==> src/rtl/instr_encoder.sv <==
// ============================================================================
//  Module      : instr_encoder
//  Description : Packs a one-hot instruction select plus operand fields into
//                a 32-bit MIPS word and streams it out through a 2-entry
//                buffer tagged with an auto-incrementing word address.
//                Optional macro ENC_FIELD_CHECK_EN rejects nonzero ignored
//                fields as illegal.
//  Revision    : 1.0  initial release
// ============================================================================
`default_nettype none

`ifndef CODE_NUM
`define CODE_NUM 32
`endif

module instr_encoder #(
    parameter int ADDR_W = 10
) (
    input  logic                clk,
    input  logic                rst_n,
    input  logic                in_valid,
    output logic                in_ready,
    input  logic [`CODE_NUM:0]  code,
    input  logic [4:0]          rsc,
    input  logic [4:0]          rtc,
    input  logic [4:0]          rdc,
    input  logic [4:0]          sa,
    input  logic [15:0]         immed,
    input  logic [25:0]         j_addr,
    output logic                out_valid,
    input  logic                out_ready,
    output logic [31:0]         instr_out,
    output logic [ADDR_W-1:0]   out_addr,
    input  logic                load_base,
    input  logic [ADDR_W-1:0]   base_addr,
    output logic                err_illegal,
    input  logic                clr_err,
    output logic [15:0]         word_cnt
);

    // Code bit positions (one-hot select index)
    localparam logic [5:0] C_ADD   = 6'd0,  C_ADDU  = 6'd1,  C_SUB   = 6'd2,
                           C_SUBU  = 6'd3,  C_AND   = 6'd4,  C_OR    = 6'd5,
                           C_XOR   = 6'd6,  C_NOR   = 6'd7,  C_SLT   = 6'd8,
                           C_SLTU  = 6'd9,  C_SLLV  = 6'd10, C_SRLV  = 6'd11,
                           C_SRAV  = 6'd12, C_SLL   = 6'd13, C_SRL   = 6'd14,
                           C_SRA   = 6'd15, C_JR    = 6'd16, C_BREAK = 6'd17,
                           C_ADDI  = 6'd18, C_ADDIU = 6'd19, C_ANDI  = 6'd20,
                           C_ORI   = 6'd21, C_XORI  = 6'd22, C_LW    = 6'd23,
                           C_SW    = 6'd24, C_BEQ   = 6'd25, C_BNE   = 6'd26,
                           C_SLTI  = 6'd27, C_SLTIU = 6'd28, C_LUI   = 6'd29,
                           C_J     = 6'd30, C_JAL   = 6'd31, C_MUL   = 6'd32;

    localparam logic [2:0] F_RALU  = 3'd0, F_SHIFT = 3'd1, F_JR   = 3'd2,
                           F_BRK   = 3'd3, F_ITYPE = 3'd4, F_LUI  = 3'd5,
                           F_JUMP  = 3'd6, F_MUL   = 3'd7;

    logic [5:0]         w_idx;
    logic               w_onehot;
    logic               w_known;
    logic [2:0]         w_fmt;
    logic [5:0]         w_func;
    logic [5:0]         w_op;
    logic [31:0]        w_word;
    logic               w_legal;
    logic               w_accept;
    logic               w_push;
    logic               w_pop;

    logic [31:0]        r_mem_q [0:1];
    logic               wr_ptr_q;
    logic               rd_ptr_q;
    logic [1:0]         count_q,  count_d;
    logic [ADDR_W-1:0]  addr_q,   addr_d;
    logic [15:0]        cnt_q,    cnt_d;
    logic               err_q,    err_d;

    always_comb begin
        w_idx = '0;
        for (int i = 0; i <= `CODE_NUM; i++) begin
            if (code[i]) w_idx = 6'(i);
        end
    end

    assign w_onehot = (code != '0) && ((code & (code - 1'b1)) == '0);

    always_comb begin
        w_fmt   = F_BRK;
        w_func  = 6'h00;
        w_op    = 6'h00;
        w_known = 1'b1;
        case (w_idx)
            C_ADD:   begin w_fmt = F_RALU;  w_func = 6'h20; end
            C_ADDU:  begin w_fmt = F_RALU;  w_func = 6'h21; end
            C_SUB:   begin w_fmt = F_RALU;  w_func = 6'h22; end
            C_SUBU:  begin w_fmt = F_RALU;  w_func = 6'h23; end
            C_AND:   begin w_fmt = F_RALU;  w_func = 6'h24; end
            C_OR:    begin w_fmt = F_RALU;  w_func = 6'h25; end
            C_XOR:   begin w_fmt = F_RALU;  w_func = 6'h26; end
            C_NOR:   begin w_fmt = F_RALU;  w_func = 6'h27; end
            C_SLT:   begin w_fmt = F_RALU;  w_func = 6'h2A; end
            C_SLTU:  begin w_fmt = F_RALU;  w_func = 6'h2B; end
            C_SLLV:  begin w_fmt = F_RALU;  w_func = 6'h04; end
            C_SRLV:  begin w_fmt = F_RALU;  w_func = 6'h06; end
            C_SRAV:  begin w_fmt = F_RALU;  w_func = 6'h07; end
            C_SLL:   begin w_fmt = F_SHIFT; w_func = 6'h00; end
            C_SRL:   begin w_fmt = F_SHIFT; w_func = 6'h02; end
            C_SRA:   begin w_fmt = F_SHIFT; w_func = 6'h03; end
            C_JR:    w_fmt = F_JR;
            C_BREAK: w_fmt = F_BRK;
            C_ADDI:  begin w_fmt = F_ITYPE; w_op = 6'h08; end
            C_ADDIU: begin w_fmt = F_ITYPE; w_op = 6'h09; end
            C_ANDI:  begin w_fmt = F_ITYPE; w_op = 6'h0C; end
            C_ORI:   begin w_fmt = F_ITYPE; w_op = 6'h0D; end
            C_XORI:  begin w_fmt = F_ITYPE; w_op = 6'h0E; end
            C_LW:    begin w_fmt = F_ITYPE; w_op = 6'h23; end
            C_SW:    begin w_fmt = F_ITYPE; w_op = 6'h2B; end
            C_BEQ:   begin w_fmt = F_ITYPE; w_op = 6'h04; end
            C_BNE:   begin w_fmt = F_ITYPE; w_op = 6'h05; end
            C_SLTI:  begin w_fmt = F_ITYPE; w_op = 6'h0A; end
            C_SLTIU: begin w_fmt = F_ITYPE; w_op = 6'h0B; end
            C_LUI:   w_fmt = F_LUI;
            C_J:     begin w_fmt = F_JUMP;  w_op = 6'h02; end
            C_JAL:   begin w_fmt = F_JUMP;  w_op = 6'h03; end
            C_MUL:   w_fmt = F_MUL;
            default: w_known = 1'b0;
        endcase
    end

    // Fields a format does not use never reach the word.
    always_comb begin
        w_word = 32'h0;
        case (w_fmt)
            F_RALU:  w_word = {6'h00, rsc, rtc, rdc, 5'b0, w_func};
            F_SHIFT: w_word = {6'h00, 5'b0, rtc, rdc, sa, w_func};
            F_JR:    w_word = {6'h00, rsc, 15'b0, 6'h08};
            F_BRK:   w_word = {6'h00, 20'b0, 6'h0D};
            F_ITYPE: w_word = {w_op, rsc, rtc, immed};
            F_LUI:   w_word = {6'h0F, 5'b0, rtc, immed};
            F_JUMP:  w_word = {w_op, j_addr};
            F_MUL:   w_word = {6'h1C, rsc, rtc, rdc, 5'b0, 6'h02};
            default: w_word = 32'h0;
        endcase
    end

`ifdef ENC_FIELD_CHECK_EN
    // Per-format mask of consumed fields, ordered {rs, rt, rd, sa, immed, j_addr}
    logic [5:0] w_used;
    logic [5:0] w_nz;
    logic       w_field_bad;

    always_comb begin
        w_used = 6'b000000;
        case (w_fmt)
            F_RALU:  w_used = 6'b111000;
            F_SHIFT: w_used = 6'b011100;
            F_JR:    w_used = 6'b100000;
            F_BRK:   w_used = 6'b000000;
            F_ITYPE: w_used = 6'b110010;
            F_LUI:   w_used = 6'b010010;
            F_JUMP:  w_used = 6'b000001;
            F_MUL:   w_used = 6'b111000;
            default: w_used = 6'b000000;
        endcase
    end

    assign w_nz        = {|rsc, |rtc, |rdc, |sa, |immed, |j_addr};
    assign w_field_bad = |(w_nz & ~w_used);
    assign w_legal     = w_onehot && w_known && !w_field_bad;
`else
    assign w_legal     = w_onehot && w_known;
`endif

    assign in_ready  = (count_q != 2'd2);
    assign out_valid = (count_q != 2'd0);
    assign w_accept  = in_valid && in_ready;
    assign w_push    = w_accept && w_legal;
    assign w_pop     = out_valid && out_ready;

    assign instr_out   = out_valid ? r_mem_q[rd_ptr_q] : 32'h0;
    assign out_addr    = addr_q;
    assign err_illegal = err_q;
    assign word_cnt    = cnt_q;

    always_comb begin
        count_d = count_q;
        case ({w_push, w_pop})
            2'b10:   count_d = count_q + 2'd1;
            2'b01:   count_d = count_q - 2'd1;
            default: count_d = count_q;
        endcase

        addr_d = addr_q;
        if (load_base)  addr_d = base_addr;
        else if (w_pop) addr_d = addr_q + 1'b1;

        cnt_d = cnt_q;
        if (w_pop && (cnt_q != 16'hFFFF)) cnt_d = cnt_q + 16'd1;

        // A new illegal accept outranks a simultaneous clear.
        err_d = err_q;
        if (w_accept && !w_legal) err_d = 1'b1;
        else if (clr_err)         err_d = 1'b0;
    end

    always_ff @(posedge clk or negedge rst_n) begin
        if (!rst_n) begin
            r_mem_q[0] <= 32'h0;
            r_mem_q[1] <= 32'h0;
            wr_ptr_q   <= 1'b0;
            rd_ptr_q   <= 1'b0;
            count_q    <= 2'd0;
            addr_q     <= '0;
            cnt_q      <= 16'd0;
            err_q      <= 1'b0;
        end else begin
            if (w_push) begin
                r_mem_q[wr_ptr_q] <= w_word;
                wr_ptr_q          <= ~wr_ptr_q;
            end
            if (w_pop) rd_ptr_q <= ~rd_ptr_q;
            count_q <= count_d;
            addr_q  <= addr_d;
            cnt_q   <= cnt_d;
            err_q   <= err_d;
        end
    end

endmodule

`default_nettype wire
==> config.mk <==
export PLATFORM = sky130hd
export DESIGN_NAME = instr_encoder
export DESIGN_NICKNAME = d
export VERILOG_FILES = /design/src/rtl/instr_encoder.sv
export SDC_FILE = /design/constraint.sdc
export NUM_CORES = 1
export LEC_CHECK = 0
export ABC_AREA = 1
export CAP_MARGIN = 10
export CORE_MARGIN = 2
export CORE_UTILIZATION = 35
export DETAILED_ROUTE_END_ITERATION = 8
export GPL_ROUTABILITY_DRIVEN = 0
export RECOVER_POWER = 50
export SLEW_MARGIN = 20
export SYNTH_ARGS = -nofsm -noshare
export SYNTH_HDL_FRONTEND = slang
export SYNTH_SLANG_ARGS = --single-unit
==> constraint.sdc <==
create_clock -name clk -period 2.7 [get_ports clk]
set_input_delay 0.405 -clock clk [delete_from_list [all_inputs] [get_ports clk]]
set_output_delay 0.405 -clock clk [all_outputs]
set_load 0.1 [all_outputs]
Fig. 1: run 1, routing congestion map
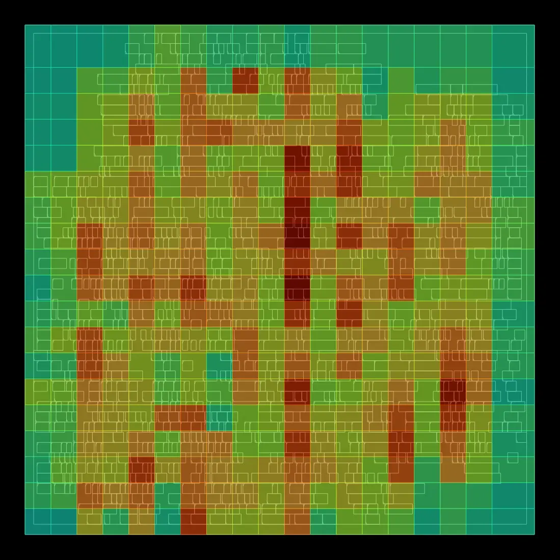
final core occ: 60.4%
GR Util met2: 38.0%
met1 Use GR: 30.7%
met3 GRT Util: 3.78%

Fig. 2: run 1, zoomed window
Region (92, 24) to (112, 44) um. Cells in grey, sequential cells in the stronger grey; small squares are vias.
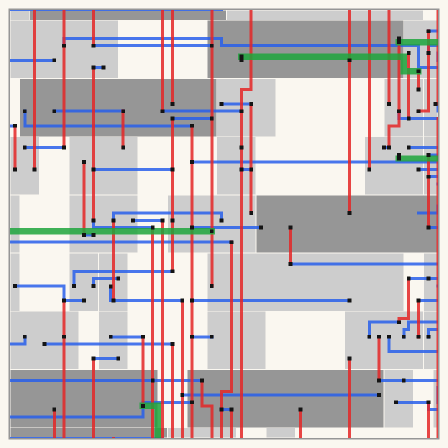
M2: shown in red. M1: shown in blue. M3: shown in green.
22 logic cells have their middle in the window. Netlist names of flops here include count_q (2), out_addr (2). Most frequent: dfrtp_1 (5), inv_1 (3), nand2_1 (2). Sequential cells in the window: 5.

Fig. 3: run 1, sequential cells grouped by signal name
Drawn at 3 px/um. Other sequential cells in the stronger grey, the rest of the logic in the fainter grey.
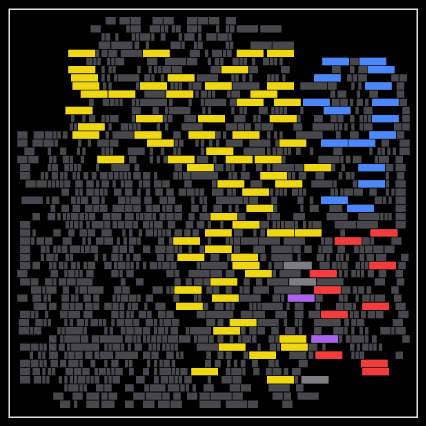
r_mem_q: shown in yellow, placed flops 64. word_cnt: shown in blue, placed flops 16. out_addr: shown in red, placed flops 10. count_q: shown in purple, placed flops 2.
Another 3 sequential cells are not coloured.

==> flow_metrics.py, run 1 <==
# Synthesis and PnR figures
metrics = {
    "clock_tree": {
        "cts-root-buf": "clkbuf_16",
        "cts_hold_buffers": 0,
        "cts_buffers": 9,
        "postCtsSetupBuffers": 21,
        "clk_pin_slew_worst_paths_ns": 0.07,
        "ctsLongestPathBuffers": 2,
        "clk_latency_ns": 0.35,
        "cts_tree": "done",
        "ctsResizeCount": 72,
        "clock-sinks": 95,
        "cts.htree.levels": 3,
    },
    "layout": {
        "nets": 1331,
        "drive_gt1_share_pct": 32.0,
        "area_growth_pct": 70.9,
        "buffer_area_share_pct": 32.1,
        "comb_share_pct": 35.5,
        "seq_area_share_pct": 23.0,
        "design_area_sq_mm": 0.0103,
        "n_clock_buffer": 10,
        "mi_logic_area_sq_mm": 0.00368,
        "largest_reg_flops": 64,
        "regArea_sq_mm": 0.00238,
        "antenna_cells": 0,
        "inv_count": 98,
        "n_fill_cell": 1586,
        "mostFrequentLayoutCell": "nand2_1",
        "dominant_cells": "multi-input combinational cells",
        "mostFrequentLayoutCells": "nand2_1, buf_4, dfrtp_1",
        "nMultiInputCombCells": 678,
        "n_all_buffers": 335,
        "instances_no_fill": 1447,
        "largest_register": "r_mem_q",
        "clk_share_pct": 2.65,
        "ff_count": 95,
    },
    "floorplanning": {
        "rows": 48,
        "ios": 172,
        "taps": 225,
        "fp.dieH_um": 135,
        "coreArea_sq_mm": 0.0171,
        "die_w_um": 135,
        "die_area_sq_mm": 0.0184,
    },
    "detailed_routing": {
        "dr_wl_met3_um": 924,
        "drt_iter0_drc": 385,
        "routed_wl_um": 20300,
        "top_layer_used": "met4",
        "drc": 0,
        "wl_per_cell_um": 14.1,
        "vias": 7025,
        "avgViaCountPerCell": 4.85,
        "drtPass1Iterations": 5,
        "m1WireLength_um": 9530,
        "wl_met2_um": 9710,
        "drt.antenna.violating_nets": 0,
    },
    "timing": {
        "rsz0062_at_grt": "yes",
        "skew_ns": 0.00917,
        "final.min_clock_period_ns": 3.39,
        "hold_ws_ns": 0.472,
        "fin_crit_sh_pct": 125,
        "hold_viol_final": 0,
        "relSlewSlack_pct": -34.4,
        "setup_violations": 68,
        "fmax_ghz": 0.295,
        "timing.final.ws_setup_ns": -0.687,
        "setup_tns_ns": -41.92,
        "worst_pin_slew_ns": 2.02,
        "slew_violations": 38,
    },
    "yosys": {
        "ys_cells": 899,
        "synth_top_area_share_pct": 39.3,
        "yosys_warnings": 0,
        "synthAoiAreaFrac_pct": 14.2,
        "ys_top_cells_by_area": "dfrtp_1, nand2_1, nor2_1, inv_1, a21oi_1",
        "ff_type": "dfrtp_1",
        "ys_types": 44,
        "ys_sh_mux_pct": 0,
        "postSynthSeqShare_pct": 39.3,
        "synthTopLogicFamily": "simple AND/OR/NAND/NOR gates",
        "synth-xor-area-share_pct": 2.60,
        "yosys.cell_count.top_type": "nand2_1",
        "async_reset_ff_share_pct": 100,
        "common_cells": "nand2_1, dfrtp_1, nor2_1, inv_1, a21oi_1",
        "syn-mean-instance-area_sq_um": 6.73,
        "simple_gate_area_share_pct": 34.5,
        "syn-cell-area_sq_mm": 0.00605,
        "adder_share_pct": 0.786,
        "synth_top_cell_by_area": "dfrtp_1",
        "yosys-stat-area_sq_mm": 0.00605,
        "ys_ff": 95,
        "edf_count": 0,
        "synth_nets": 1013,
        "synthCells": 899,
    },
    "global_routing": {
        "grt-busiest-layer": "met2",
        "overflow": 0,
        "gr-usage-all-layers_pct": 22.5,
        "grt_pass1_vias": 6723,
        "grt_pass1_wl_um": 32900,
        "antenna_found_initial": 0,
        "grt_start_max_net_pins": 40,
    },
    "placement": {
        "dp_hpwl_um": 14600,
        "io_buffers": 171,
        "placed_cells": 1398,
        "place_area_sq_mm": 0.00934,
        "dp_slack_ns": -1.31,
    },
    "power_and_ir_drop": {
        "p_per_area_mw_per_mm2": 344,
        "ir_drop_mv": 0.318,
        "leakage_uw": 0.00490,
        "total_power_uw": 3560,
    },
    "hold_path": {
        "worstHoldEndpoint": "r_mem_q[26]",
        "hp-start": "r_mem_q[26]",
        "min-delay-path-class": "reg -> reg",
        "whs_path_depth": 2,
    },
    "critical_path": {
        "startpoint_type": "input pin",
        "crit_arrival_ns": 3.68,
        "max_stage_delay_ns": 0.32,
        "slowest_stage": "nor4_2",
        "cp-end-kind": "flip-flop",
        "r2r_start": "count_q[0]",
        "cp.required_ns": 2.99,
        "rrSetupSlack_ns": 0.42,
        "rr_endpoint": "out_addr[8]",
        "worstPathMaxFanout": 6,
        "r2r.worst_path.cells": 9,
        "critPathKind": "in -> reg",
    },
    "flow_run": {
        "warnings": 29,
        "cap_violations": 1,
    },
    "status": {
        "violations": "max-capacitance violations, max-slew violations, negative setup slack",
        "status": "complete, but fails checks",
    },
}
run 1: worst max-delay path: cells and delay by family:
family          cells  cell delay, ns
simple gates       15            1.96
compound gates      3            0.45
buf+inv             7            0.86
run 1: worst max-delay path by stage:
| stage | start | cells after the start | slack (ns) | to |
|---|---|---|---|---|
| after CTS | code[0] | 23 | -0.73 | r_mem_q[10] |
| after global routing | code[10] | 23 | -0.98 | r_mem_q[8] |
| after detailed placement | code[1] | 21 | -1.31 | count_q[1] |
| after floorplan | code[1] | 21 | -0.44 | count_q[1] |
| final | code[1] | 25 | -0.69 | r_mem_q[38] |
| after global placement | code[1] | 42 | -1.28 | r_mem_q[2] |
run 1: report_power, final:
group,total [uW],leakage (uW),switching [uW],internal [uW]
clock network,1200,0.000125,568,628
logic,890,0.00351,521,370
registers,1470,0.00126,27.5,1450
Fig. 4: run 1, routed metal, one colour a layer
Drawn at 3 px/um.
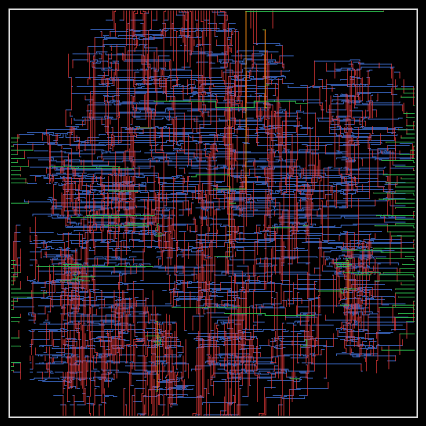

==> inputs of run 2 (changes only) <==
==> constraint.sdc (replaced) <==
create_clock -name clk -period 2.7 [get_ports clk]
set_input_delay 0.81 -clock clk [delete_from_list [all_inputs] [get_ports clk]]
set_output_delay 0.81 -clock clk [all_outputs]
set_load 0.1 [all_outputs]
Fig. 5: run 2, routed metal, one colour a layer
Drawn at 3 px/um.
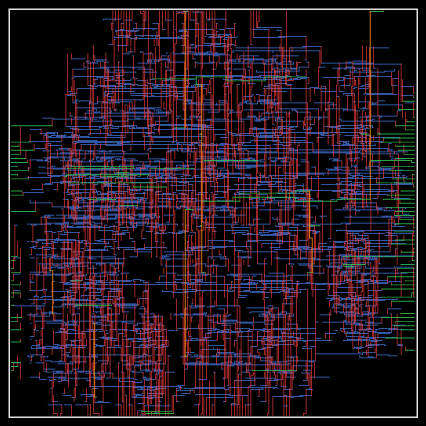
M1: shown in blue, wire length 8800 um. M2: shown in red, wire length 9590 um. M4: shown in orange, wire length 280 um. M3: shown in green, wire length 853 um.

Fig. 6: run 2, routing congestion map
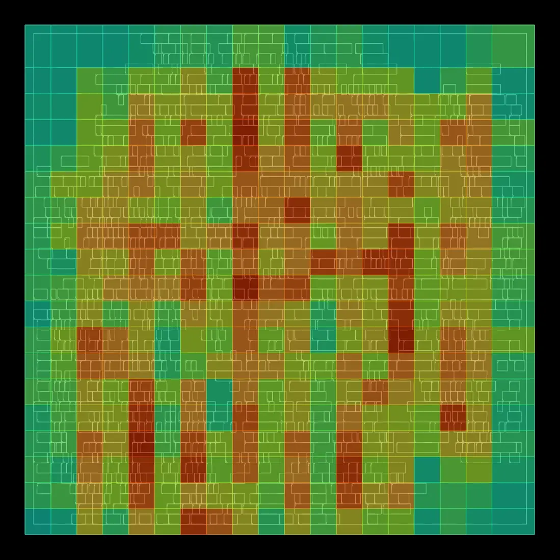
final core occ: 60.3%
met1 Use GR: 27.8%
routed wire length per instance: 13.5 um
met3 GRT Util: 3.18%

==> run 2 against run 1 <==
Effect of this change: the run still ends with max-capacitance violations, max-slew violations, negative setup slack left; core utilization fell by 0.14 points; highest routed layer unchanged; combinational power shrank 1%; worst hold slack worse by 0.0091 ns; wire length down 4.0%; flip-flop count stayed put; sequential power is essentially flat; first-iteration DRC count fell by 24%; final cell count down 0.35%; die area did not move; setup slack worse by 0.24 ns; total power is 5.5% higher; clock skew up 0.00090 ns.
==> flow_metrics.py, run 2 <==
# Synthesis and PnR figures
metrics = {
    "status": {
        "status": "complete, but fails checks",
        "violations": "max-capacitance violations, max-slew violations, negative setup slack",
    },
    "timing": {
        "final.min_clock_period_ns": 3.62,
        "fmax_ghz": 0.276,
        "setup_violations": 68,
        "rsz0062_at_grt": "yes",
        "skew_ns": 0.0101,
        "timing.final.ws_setup_ns": -0.922,
        "slew_violations": 38,
        "setup_tns_ns": -57.91,
        "worst_pin_slew_ns": 2.05,
    },
    "layout": {
        "instances_no_fill": 1442,
        "seq_area_share_pct": 23.0,
        "n_fill_cell": 1547,
        "antenna_cells": 0,
        "mostFrequentLayoutCells": "nand2_1, buf_4, dfrtp_1, clkdlybuf4s50_1, inv_1",
        "area_growth_pct": 70.5,
        "n_clock_buffer": 10,
        "inv_count": 99,
        "clk_share_pct": 3.20,
        "n_all_buffers": 329,
        "regArea_sq_mm": 0.00238,
        "design_area_sq_mm": 0.0103,
        "largest_reg_flops": 64,
    },
    "flow_run": {
        "cap_violations": 1,
        "warnings": 29,
    },
    "clock_tree": {
        "ctsResizeCount": 111,
        "cts_hold_buffers": 0,
        "ctsLongestPathBuffers": 2,
        "cts-root-buf": "clkbuf_16",
        "clock-sinks": 95,
        "cts_tree": "done",
        "clk_pin_slew_worst_paths_ns": 0.06,
    },
    "floorplanning": {
        "rows": 48,
        "die_w_um": 135,
        "ios": 172,
    },
    "critical_path": {
        "rrSetupSlack_ns": 0.70,
        "max_stage_delay_ns": 0.26,
        "cp-endpoint": "r_mem_q[18]",
        "startpoint_type": "input pin",
        "slowest_stage": "a2111oi_4",
        "crit_arrival_ns": 3.89,
        "cp.required_ns": 2.97,
    },
    "yosys": {
        "ys_sh_mux_pct": 0,
        "simple_gate_area_share_pct": 34.5,
        "syn-cell-area_sq_mm": 0.00605,
        "adder_share_pct": 0.786,
        "async_reset_ff_share_pct": 100,
        "synth_top_area_share_pct": 39.3,
        "ys_top_cells_by_area": "dfrtp_1, nand2_1, nor2_1, inv_1, a21oi_1",
        "yosys.cell_count.top_type": "nand2_1",
        "yosys-stat-area_sq_mm": 0.00605,
        "edf_count": 0,
        "synthAoiAreaFrac_pct": 14.2,
        "ys_cells": 899,
    },
    "detailed_routing": {
        "routed_wl_um": 19500,
        "m1WireLength_um": 8800,
        "avgViaCountPerCell": 4.81,
        "dr_wl_met3_um": 853,
        "top_layer_used": "met4",
        "drt.antenna.violating_nets": 0,
        "wl_met2_um": 9590,
    },
    "placement": {
        "io_buffers": 171,
        "place_area_sq_mm": 0.00939,
        "placed_cells": 1399,
    },
    "power_and_ir_drop": {
        "p_per_area_mw_per_mm2": 364,
    },
}
Fig. 7: run 2, metal 4
Drawn at 3 px/um. Cells faint in the background.
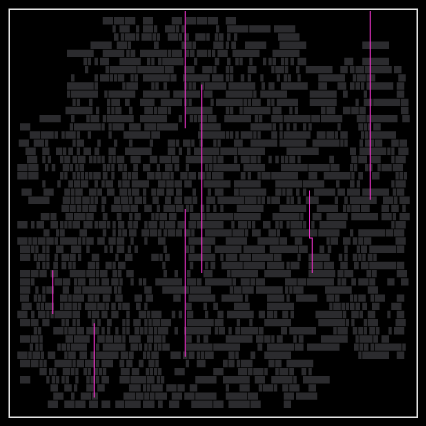
The wires run mostly vertical. 6 nets have wire on it. The layer carries 280 um of wire. The longest straight run is 62.6 um.

## run 2: netlist changes by cell type in the layout (fill, tap and decap cells not counted), sizes merged, moves of 2 or more
cell           change
buf                -5
bufinv             +2
clkdlybuf4s15      +2
clkinvlp           -3
dlymetal6s2s       -4
## run 2: worst max-delay path: cells and delay by family
family	cells	cell delay, ns
buf+inv	5	0.56
simple gates	13	1.87
compound gates	3	0.63
## run 2: power by group
group | total (uW) | leakage [uW] | internal (uW) | switching (uW)
registers | 1470 | 0.00126 | 1450 | 28.0
clock network | 1410 | 0.000163 | 842 | 563
logic | 878 | 0.00339 | 370 | 508
total | 3760 | 0.00482 | 2660 | 1100
==> inputs of run 3 (changes only) <==
--- a/config.mk
+++ b/config.mk
@@ -12,7 +12,6 @@
 export DETAILED_ROUTE_END_ITERATION = 8
 export GPL_ROUTABILITY_DRIVEN = 0
 export RECOVER_POWER = 50
-export SLEW_MARGIN = 20
 export SYNTH_ARGS = -nofsm -noshare
 export SYNTH_HDL_FRONTEND = slang
 export SYNTH_SLANG_ARGS = --single-unit
Fig. 8: run 3, zoomed window
Region (92, 24) to (112, 44) um. Cells in grey, sequential cells in the stronger grey; small squares are vias.
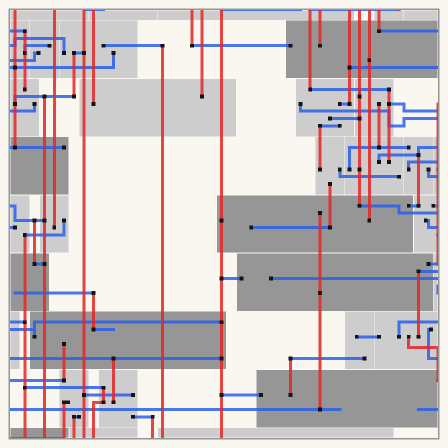
M2: shown in red. M1: shown in blue.
Most frequent: dfrtp_1 (5), inv_1 (4), nand2_1 (3). 21 logic cells have their middle in the window. Netlist names of flops here include out_addr (4), r_mem_q (1). Sequential cells in the window: 5.

Fig. 9: run 3, routed metal, one colour a layer
Drawn at 3 px/um.
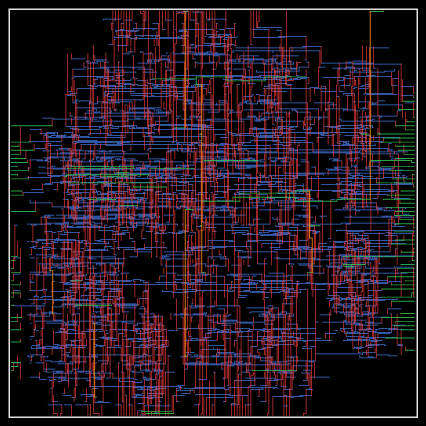
M3: shown in green, wire length 853 um. M2: shown in red, wire length 9590 um. M4: shown in orange, wire length 280 um. M1: shown in blue, wire length 8800 um.

Fig. 10: run 3, metal 4
Drawn at 3 px/um. Cells faint in the background.
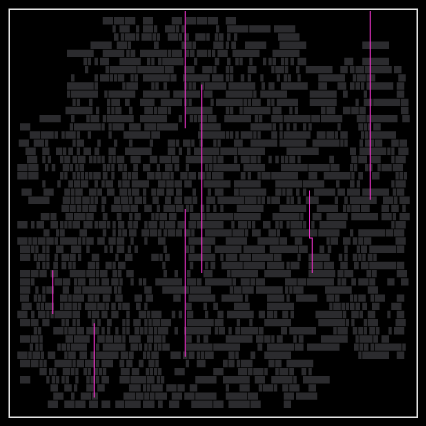
The wires run mostly vertical. 6 nets have wire on it. The longest straight run is 62.6 um. The layer carries 280 um of wire.
routed wire length: 19500 um
routed via count: 6936

==> run 3 against run 2 <==
Effect of this change: the run still ends with max-capacitance violations, max-slew violations, negative setup slack left; via count unchanged; critical path depth unchanged; total power unchanged; wire length unchanged; core utilization unchanged; global-route usage unchanged; register-to-register slack about the same; die area unchanged; critical path type unchanged; critical endpoint unchanged; largest power group unchanged; highest routed layer unchanged.
==> flow_metrics.py, run 3 <==
# Synthesis and PnR figures
metrics = {
    "yosys": {
        "yosys-stat-area_sq_mm": 0.00605,
        "simple_gate_area_share_pct": 34.5,
        "synth_top_area_share_pct": 39.3,
        "yosys.cell_count.top_type": "nand2_1",
        "ys_sh_mux_pct": 0,
        "ff_type": "dfrtp_1",
        "synth_nets": 1013,
        "ys_top_cells_by_area": "dfrtp_1, nand2_1, nor2_1, inv_1, a21oi_1",
        "syn-cell-area_sq_mm": 0.00605,
        "ys_types": 44,
        "synthAoiAreaFrac_pct": 14.2,
        "adder_share_pct": 0.786,
        "common_cells": "nand2_1, dfrtp_1, nor2_1, inv_1, a21oi_1",
        "edf_count": 0,
        "synthCells": 899,
        "ys_cells": 899,
        "synth-xor-area-share_pct": 2.60,
        "async_reset_ff_share_pct": 100,
        "syn-mean-instance-area_sq_um": 6.73,
        "synth_top_cell_by_area": "dfrtp_1",
        "ys_ff": 95,
        "synthTopLogicFamily": "simple AND/OR/NAND/NOR gates",
        "postSynthSeqShare_pct": 39.3,
    },
    "placement": {
        "dp_slack_ns": -1.71,
        "placed_cells": 1399,
        "io_buffers": 171,
        "place_area_sq_mm": 0.00939,
    },
    "layout": {
        "nets": 1326,
        "regArea_sq_mm": 0.00238,
        "largest_register": "r_mem_q",
        "buffer_area_share_pct": 31.6,
        "n_all_buffers": 329,
        "inv_count": 99,
        "n_clock_buffer": 10,
        "area_growth_pct": 70.5,
        "design_area_sq_mm": 0.0103,
        "largest_reg_flops": 64,
        "final_util_pct": 60.3,
        "mostFrequentLayoutCell": "nand2_1",
        "clk_share_pct": 3.20,
        "antenna_cells": 0,
        "n_fill_cell": 1547,
        "comb_share_pct": 35.2,
        "ff_count": 95,
        "dominant_cells": "multi-input combinational cells",
        "mi_logic_area_sq_mm": 0.00364,
        "seq_area_share_pct": 23.0,
        "mostFrequentLayoutCells": "nand2_1, buf_4, dfrtp_1, clkdlybuf4s50_1, inv_1",
        "drive_gt1_share_pct": 30.1,
        "instances_no_fill": 1442,
    },
    "status": {
        "violations": "max-capacitance violations, max-slew violations, negative setup slack",
        "status": "complete, but fails checks",
    },
    "global_routing": {
        "grt_util_met1_pct": 27.8,
        "grt-busiest-layer": "met2",
        "grt_start_max_net_pins": 38,
        "grt_pass1_wl_um": 32000,
        "grt.met3_usage_pct": 3.18,
        "grt_pass1_vias": 6691,
        "gr-usage-all-layers_pct": 21.7,
        "gr-usage-met2_pct": 38.4,
        "antenna_found_initial": 0,
    },
    "critical_path": {
        "startpoint_type": "input pin",
        "worst-path-buf-inv": 5,
        "critPathKind": "in -> reg",
        "r2r_start": "word_cnt[0]",
        "rr_endpoint": "word_cnt[11]",
        "slowest_stage": "a2111oi_4",
        "r2r.worst_path.cells": 11,
        "rrSetupSlack_ns": 0.70,
        "cp-end-kind": "flip-flop",
        "cp.required_ns": 2.97,
        "max_stage_delay_ns": 0.26,
        "crit_family": "simple AND/OR/NAND/NOR gates",
        "crit_arrival_ns": 3.89,
        "crit_top_cell": "nand3_2",
        "path_cells": "buf_2, inv_2, nand4_1, nor2_4, nand4_4, nor4_4, nand3_2, nor3_4, nand3_2, nor3_4, nand3_2, o21a_1, a2111oi_4, nand4_1, nor2_1, inv_2, nor2_4, buf_12, buf_12, nor2_1, a31oi_1",
    },
    "power_and_ir_drop": {
        "ir_drop_mv": 0.351,
        "leakage_uw": 0.00482,
        "p_per_area_mw_per_mm2": 364,
        "total_power_uw": 3760,
    },
    "detailed_routing": {
        "drt.antenna.violating_nets": 0,
        "drt_iter0_drc": 291,
        "avgViaCountPerCell": 4.81,
        "wl_per_cell_um": 13.5,
        "drtPass1Iterations": 4,
    },
    "hold_path": {
        "hp-start": "r_mem_q[61]",
        "min-delay-path-class": "reg -> reg",
    },
    "timing": {
        "timing.final.ws_setup_ns": -0.922,
        "hold_ws_ns": 0.463,
        "rsz0062_at_grt": "yes",
        "fmax_ghz": 0.276,
        "skew_ns": 0.0101,
        "slew_violations": 38,
        "worst_pin_slew_ns": 2.05,
        "final.min_clock_period_ns": 3.62,
        "relSlewSlack_pct": -36.8,
        "setup_violations": 68,
        "setup_tns_ns": -57.91,
    },
    "floorplanning": {
        "fp.dieH_um": 135,
        "coreArea_sq_mm": 0.0171,
        "die_area_sq_mm": 0.0184,
        "die_w_um": 135,
        "ios": 172,
        "rows": 48,
        "taps": 225,
    },
    "clock_tree": {
        "ctsResizeCount": 111,
        "ctsLongestPathBuffers": 2,
        "clk_pin_slew_worst_paths_ns": 0.06,
        "cts_hold_buffers": 0,
        "cts_buffers": 9,
        "clock-sinks": 95,
        "clk_latency_ns": 0.35,
        "cts.htree.levels": 3,
        "postCtsSetupBuffers": 22,
        "cts-root-buf": "clkbuf_16",
        "cts_tree": "done",
    },
    "flow_run": {
        "warnings": 29,
        "cap_violations": 1,
    },
}
run 3: cell counts after synthesis:
No cell type changed its count.
run 3: worst max path at each step:
stage	from	end	slack [ns]	cells past startpoint
3_5_place_dp	code[1]	r_mem_q[27]	-1.71	22
2_1_floorplan	code[1]	count_q[1]	-0.84	21
6_report	code[4]	r_mem_q[18]	-0.92	21
3_3_place_gp	code[1]	r_mem_q[2]	-1.70	42
5_1_grt	code[0]	r_mem_q[19]	-1.22	23
4_1_cts	code[0]	r_mem_q[26]	-0.87	23
run 3: power breakdown:
part	internal [uW]	switching (uW)
logic	370	508
registers	1450	28.0
clock network	842	563
run 3: layer usage:
metal	up-vias	wire length, um
met5	-	0
met4	0	279
met3	18	853
met2	150	9590
met1	3233	8800
li1	3535	-
Power figures rest on the tool's default switching activity, not on a simulated workload.
